===== src/rtl/hilo_sequencer.sv =====
// hilo_sequencer
//   Iterative multiply/divide controller owning the architectural HI/LO pair.
//   MULT/MULTU run a 32-step shift-add multiply. DIV/DIVU run a 32-step
//   restoring divide on operand magnitudes, followed by a sign fix-up cycle.
//   MTHI/MTLO are serviced while idle. EX is stalled whenever it touches HI/LO
//   or issues another mult/div while an operation is in flight.
//
// Ports
//   clk        rising-edge clock
//   rst        asynchronous active-low reset
//   start      EX holds a mult/div instruction
//   op         0 MULTU, 1 MULT, 2 DIVU, 3 DIV
//   a, b       rs / rt operands (dividend a, divisor b)
//   hilo_read  EX holds MFHI/MFLO
//   mt_en      EX holds MTHI/MTLO; mt_sel 0 = LO, 1 = HI; mt_data is the value
//   hi, lo     architectural HI/LO
//   busy       operation in flight
//   stall      hold EX this cycle
//   done       one-cycle pulse after HI/LO were written by an operation
//   div_zero   current/last operation is a divide by zero (sticky until start)
module hilo_sequencer #(
  parameter int WIDTH = 32
) (
  input  logic             clk,
  input  logic             rst,
  input  logic             start,
  input  logic [1:0]       op,
  input  logic [WIDTH-1:0] a,
  input  logic [WIDTH-1:0] b,
  input  logic             hilo_read,
  input  logic             mt_en,
  input  logic             mt_sel,
  input  logic [WIDTH-1:0] mt_data,
  output logic [WIDTH-1:0] hi,
  output logic [WIDTH-1:0] lo,
  output logic             busy,
  output logic             stall,
  output logic             done,
  output logic             div_zero
);

  typedef enum logic [1:0] {
    IDLE  = 2'd0,
    RUN   = 2'd1,
    FIXUP = 2'd2
  } state_t;

  localparam logic [4:0] LAST_ITER = 5'(WIDTH - 1);

  state_t state, state_nxt;

  logic [4:0]         cnt;
  logic [1:0]         op_q;
  logic               neg_a;    // dividend/multiplicand sign, signed ops only
  logic               neg_b;    // divisor/multiplier sign, signed ops only
  logic [WIDTH-1:0]   arg_b;    // multiplicand (mult) or divisor (div) magnitude
  logic [WIDTH-1:0]   a_raw;    // dividend as presented, returned on divide by zero
  logic [2*WIDTH-1:0] acc;      // {P_hi, multiplier} or {remainder, quotient}

  // Operand magnitudes at issue; unsigned ops pass raw values.
  logic             sgn_a, sgn_b;
  logic [WIDTH-1:0] mag_a, mag_b;

  assign sgn_a = op[0] & a[WIDTH-1];
  assign sgn_b = op[0] & b[WIDTH-1];
  assign mag_a = sgn_a ? -a : a;
  assign mag_b = sgn_b ? -b : b;

  // One multiply step: conditional add into the upper half with carry-out,
  // then shift the whole accumulator right.
  logic [WIDTH:0]     mul_sum;
  logic [2*WIDTH-1:0] mul_next;

  assign mul_sum  = {1'b0, acc[2*WIDTH-1:WIDTH]} + {1'b0, (acc[0] ? arg_b : '0)};
  assign mul_next = {mul_sum, acc[WIDTH-1:1]};

  // One restoring-divide step on the left-shifted register. The extra top bit
  // of the trial difference is its sign.
  logic [WIDTH+1:0]   div_trial;
  logic [2*WIDTH-1:0] div_next;

  assign div_trial = {1'b0, acc[2*WIDTH-1:WIDTH-1]} - {2'b00, arg_b};
  assign div_next  = div_trial[WIDTH+1] ? {acc[2*WIDTH-2:0], 1'b0}
                                        : {div_trial[WIDTH-1:0], acc[WIDTH-2:0], 1'b1};

  // Sign fix-up of the finished iteration result.
  logic [2*WIDTH-1:0] prod_fix;
  logic [WIDTH-1:0]   quo_fix, rem_fix;
  logic [WIDTH-1:0]   res_hi, res_lo;

  assign prod_fix = (neg_a ^ neg_b) ? -acc : acc;
  assign quo_fix  = (neg_a ^ neg_b) ? -acc[WIDTH-1:0] : acc[WIDTH-1:0];
  assign rem_fix  = neg_a ? -acc[2*WIDTH-1:WIDTH] : acc[2*WIDTH-1:WIDTH];

  always_comb begin
    // NOTE: every output of a combinational block gets a default first so no
    // path leaves it unassigned and a latch cannot be inferred.
    res_hi = prod_fix[2*WIDTH-1:WIDTH];
    res_lo = prod_fix[WIDTH-1:0];
    if (op_q[1]) begin
      if (div_zero) begin
        res_hi = a_raw;
        res_lo = '1;
      end else begin
        res_hi = rem_fix;
        res_lo = quo_fix;
      end
    end
  end

  // State register.
  always_ff @(posedge clk or negedge rst) begin
    // NOTE: sequential state is assigned with non-blocking <= so every register
    // samples pre-edge values regardless of statement order.
    if (!rst) state <= IDLE;
    else      state <= state_nxt;
  end

  // Next-state logic.
  always_comb begin
    state_nxt = state;
    case (state)
      IDLE:    if (start) state_nxt = RUN;
      RUN:     if (cnt == LAST_ITER) state_nxt = FIXUP;
      FIXUP:   state_nxt = IDLE;
      default: state_nxt = IDLE;
    endcase
  end

  // Datapath and architectural registers.
  always_ff @(posedge clk or negedge rst) begin
    if (!rst) begin
      // NOTE: the iteration datapath is reset along with HI/LO; it is a handful
      // of flops, not a memory, and a clean reset keeps an aborted operation
      // from leaving stale values behind.
      hi       <= '0;
      lo       <= '0;
      done     <= 1'b0;
      div_zero <= 1'b0;
      cnt      <= '0;
      op_q     <= '0;
      neg_a    <= 1'b0;
      neg_b    <= 1'b0;
      arg_b    <= '0;
      a_raw    <= '0;
      acc      <= '0;
    end else begin
      done <= 1'b0;
      case (state)
        IDLE: begin
          if (start) begin
            // A simultaneous MT is not a legal encoding; the start wins.
            op_q     <= op;
            neg_a    <= sgn_a;
            neg_b    <= sgn_b;
            a_raw    <= a;
            cnt      <= '0;
            div_zero <= op[1] & (b == '0);
            if (op[1]) begin
              acc   <= {{WIDTH{1'b0}}, mag_a};
              arg_b <= mag_b;
            end else begin
              acc   <= {{WIDTH{1'b0}}, mag_b};
              arg_b <= mag_a;
            end
          end else if (mt_en) begin
            if (mt_sel) hi <= mt_data;
            else        lo <= mt_data;
          end
        end
        RUN: begin
          acc <= op_q[1] ? div_next : mul_next;
          cnt <= cnt + 5'd1;
        end
        FIXUP: begin
          hi   <= res_hi;
          lo   <= res_lo;
          done <= 1'b1;
        end
        default: ;
      endcase
    end
  end

  assign busy  = (state != IDLE);
  assign stall = busy & (start | hilo_read | mt_en);

endmodule


===== config.mk =====
export PLATFORM = sky130hd
export DESIGN_NAME = hilo_sequencer
export DESIGN_NICKNAME = d
export VERILOG_FILES = /design/src/rtl/hilo_sequencer.sv
export SDC_FILE = /design/constraint.sdc
export NUM_CORES = 1
export LEC_CHECK = 0
export CAP_MARGIN = 20
export CORE_ASPECT_RATIO = 1.25
export CORE_MARGIN = 8
export CORE_UTILIZATION = 35
export CTS_BUF_LIST = sky130_fd_sc_hd__clkbuf_4
export DETAILED_ROUTE_END_ITERATION = 7
export GPL_ROUTABILITY_DRIVEN = 0
export PLACE_DENSITY_LB_ADDON = 0.25
export SYNTH_ARGS = -nofsm -noshare
export SYNTH_HDL_FRONTEND = slang
export SYNTH_SLANG_ARGS = --single-unit

===== constraint.sdc =====
create_clock -name clk -period 8.4 [get_ports clk]
set_clock_uncertainty 0.1 [all_clocks]
set_input_delay 1.68 -clock clk [delete_from_list [all_inputs] [get_ports clk]]
set_output_delay 1.68 -clock clk [all_outputs]
set_load 0.02 [all_outputs]

Metal 1:
Scale: 1.5 px per um. Supply wires on this layer in grey.
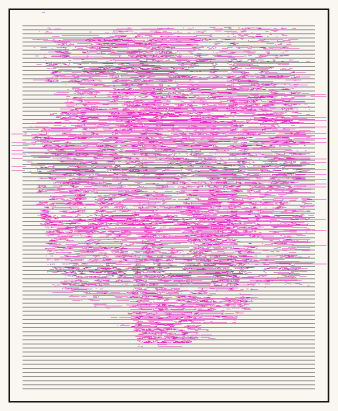
The layer carries 28.0 mm of wire. The wires run mostly horizontal. The longest straight run is 67.2 um.
drt total wl: 66560 um
routed via count: 17160

A small window of the routed layout:
Window x 91 to 121, y 167 to 197 um. Cells in grey, sequential cells in the stronger grey; small squares are vias.
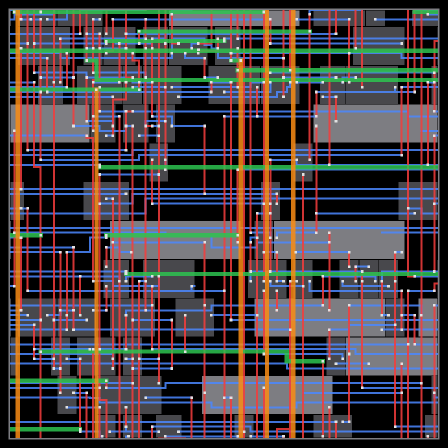
Key: M3 = green; M1 = blue; M2 = red; M4 = orange
55 logic cells have their middle in the window. Netlist names of flops here include a_raw (3), acc (3). Most frequent: nand2_1 (14), dfrtp_1 (7), a21oi_1 (6). Sequential cells in the window: 7.

Routing congestion:
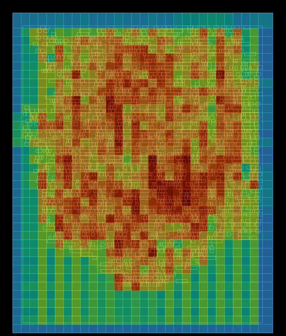
Finished Core Util: 0.4143
met1 Usage GRT: 0.3013

Gate-type map:
Scale: 2 px per um.
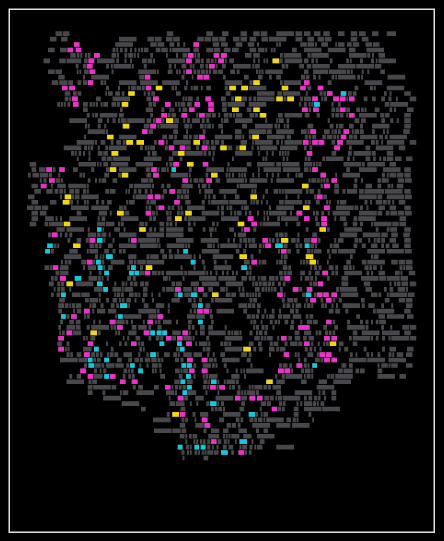
Key: xor and xnor cells = magenta [cells 172]; non-inverting ao/oa cells = cyan [cells 60]; mux cells = yellow [cells 54]

Metal layers overlaid:
Scale: 1.5 px per um. Only two layers are drawn.
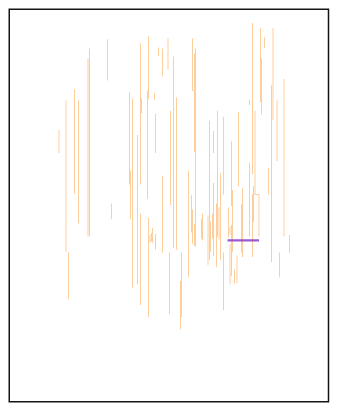
Key: M5 = purple [wire length 19.3 um]; M4 = orange [wire length 3800 um]
final routed wire length divided by cell count: 22.72 um
overall routing resource usage: 0.2320

==> notes.md <==
Status
* result of the run: finished clean

Route
* starting DRC count in detailed routing: 1718
* DR pass1 iterations: 5

Critical path
* crit-path cells: clkdlybuf4s50_1 > nor3_1 > nor2_1 > clkdlybuf4s50_1
* buffer and inverter count on the worst path: 2
* highest fanout seen on the critical path: 4
* CP Class: input pin to primary output
* Critical-path top delay cell: clkdlybuf4s50_1
* Worst Setup End Kind: primary output
* required time worst endpoint: 6.62 ns
* crit-path most repeated cell: clkdlybuf4s50_1
* WP data arrival: 3.04 ns
* critical path launch point type: input pin

Cells and area
* growth of design area from synthesis to finish: 16.67%

Global routing
* number of antenna violations at the first check in global routing: 2
* aggregate global routing overflow: 0

Clock tree
* number of buffers added by the clock tree synthesis step: 57
* Hold-fix buffers, CTS: 0
* Late-Pin Clk Latency: 0.80 ns
* Root Driver: clkbuf_4
* buffer count from post-CTS setup fixing: 0
* post-cts sizing count: 0

STA
* final setup vio count: 0
* max-slew violation count: 0
* final worst slack: 3.582 ns
* final critical-path required period: 4.818 ns
* total negative slack for setup checks: 0 ns

Die
* core footprint: 47220 um^2
* die extent in x: 211.8 um
* overall die height: 260.7 um

Logic synthesis
* synth cell count leaders: 278 x nand2_1, 207 x nor2_1, 204 x dfrtp_1, 203 x o21ai_0, 194 x a21oi_1
* cell count in the Yosys report: 2158
* fraction of registers with async set or reset after synthesis: 1.000
* most area-consuming cells after synthesis: dfrtp_1 30%, nand2_1 6.2%, o21ai_0 6.1%, a21oi_1 5.8%, ha_1 5.2%
* net count after synthesis: 2334
* Commonest flop: dfrtp_1
* total standard cell area after synthesis: 16770 um^2
* sequential area share after synthesis: 0.3045
* post-synthesis cell type with the largest instance count: nand2_1
* Cell Type Count: 85
* syn avg cell area: 7.769 um^2
* number of enable-type register cells in the synthesized netlist: 0
* dominant cell type by area after synthesis: dfrtp_1

Placement
* number of port buffers: 171
* Setup WS pre-CTS: 3.379 ns

Power
* Power Density: 436.0 nW/um^2
* clock share of power: 0.101
* leakage component of the power: 8.107 nW

Worst hold path
* HP Class: flip-flop to flip-flop

Flow run
* number of OpenROAD warnings: 28

[per-layer routing]
layer,share of wire,up-vias,global-route usage
met1,0.42,8220,0.3013
li1,-,8033,-
met4,0.057,2,0.1258
met5,0.00029,-,0
met2,0.45,726,0.3673
met3,0.069,183,0.03469
[kinds of logic after synthesis]
family,count (synthesis),synth area share
and+or+nand+nor,705,0.1948
AOI/OAI and AO/OA,733,0.2726
xor gates and xnor gates,172,0.08985
muxes,54,0.03276
adders and majority gates,72,0.05463
buffers and inverters,218,0.05090
DFF,204,0.3045
[registers in the layout, indices dropped and copies added (netlist names)]
register,cells
arg_b,32
neg_a,1
div_zero,1
cnt,5
state,2
acc,64
a_raw,32
hi,32
done,1
neg_b,1
op_q,1
lo,32
[final timing paths]
| kind | start | end | slack, ns | depth (start not counted) |
|---|---|---|---|---|
| hold / removal | lo[16] | lo[16] | 0.38 | 2 |
| hold reg to reg | lo[16] | lo[16] | 0.38 | 2 |
| setup / recovery | start | stall | 3.58 | 4 |
| setup reg to reg | acc[38] | acc[61] | 3.98 | 12 |
| max in group asynchronous | rst | op_q[1] | 5.88 | 2 |
| min in group asynchronous | rst | lo[13] | 0.79 | 1 |
[stage by stage]
stage	power (mW)	utilization	cell area [um^2]	cells	hold WS [ns]
final	8.530	0.4143	19560	2930	0.3800
after global placement	7.469	0.4002	18900	2842	0.3609
after CTS	8.475	0.4139	19540	2928	0.3818
after global routing	9.175	0.4143	19560	2930	0.4025
after floorplan	5.795	-	16770	2158	0.3369
after detailed placement	7.579	0.4008	18920	2843	0.3672
[worst register-to-register path: cells and delay by family (launching register included)]
family	cells	cell delay, ns
simple gates	2	0.42
flops	1	0.70
buf+inv	2	0.80
compound gates	7	1.77
fa+ha+maj	1	0.41
[power by group through the flow]
stage	Combinational [mW]	Sequential, mW	Clock [mW]
6_report	5.46	2.21	0.865
5_1_grt	5.99	2.25	0.934
4_1_cts	5.41	2.18	0.886
3_5_place_dp	5.38	2.20	0
3_3_place_gp	5.29	2.18	0
2_1_floorplan	3.84	1.96	0
[cell usage in the layout (no fill, tap or decap), types with 6 or more instances in the layout]
cell type and n:
nor2_1 205, ha_1 70, mux2i_1 47, o211ai_1 20, nand3_1 32, o21a_1 8, dfrtp_1 203, o21ai_1 6
a21o_1 33, nand2b_1 13, nand4_1 12, a2111oi_0 6, o22ai_1 43, a211oi_1 68, xnor2_1 89, clkinv_1 6
clkbuf_4 78, a21oi_1 194, nor2b_1 7, inv_1 72, o21ai_0 203, clkdlybuf4s50_1 169, a22oi_1 28, o41ai_1 6
or2_2 7, or3_1 19, o21bai_1 8, nor4_1 14, nor3_1 44, and3_1 17, nand2_1 277, a31oi_1 26
xor2_1 82, o31a_1 6, and2_1 12, buf_4 20, a221oi_1 9, o31ai_1 16, o221ai_1 7
[final cells by class]
type,count,area (um^2)
fillers,4912,27650
clock buffers,78,585.6
clock inverters,7,35.03
inverters,74,277.8
multi-input cells,1736,10850
diodes,1,2.502
well taps,637,797.0
flip-flops and latches,204,5109
repair buffers,193,1903
Power is estimated from default activity; no workload was simulated.
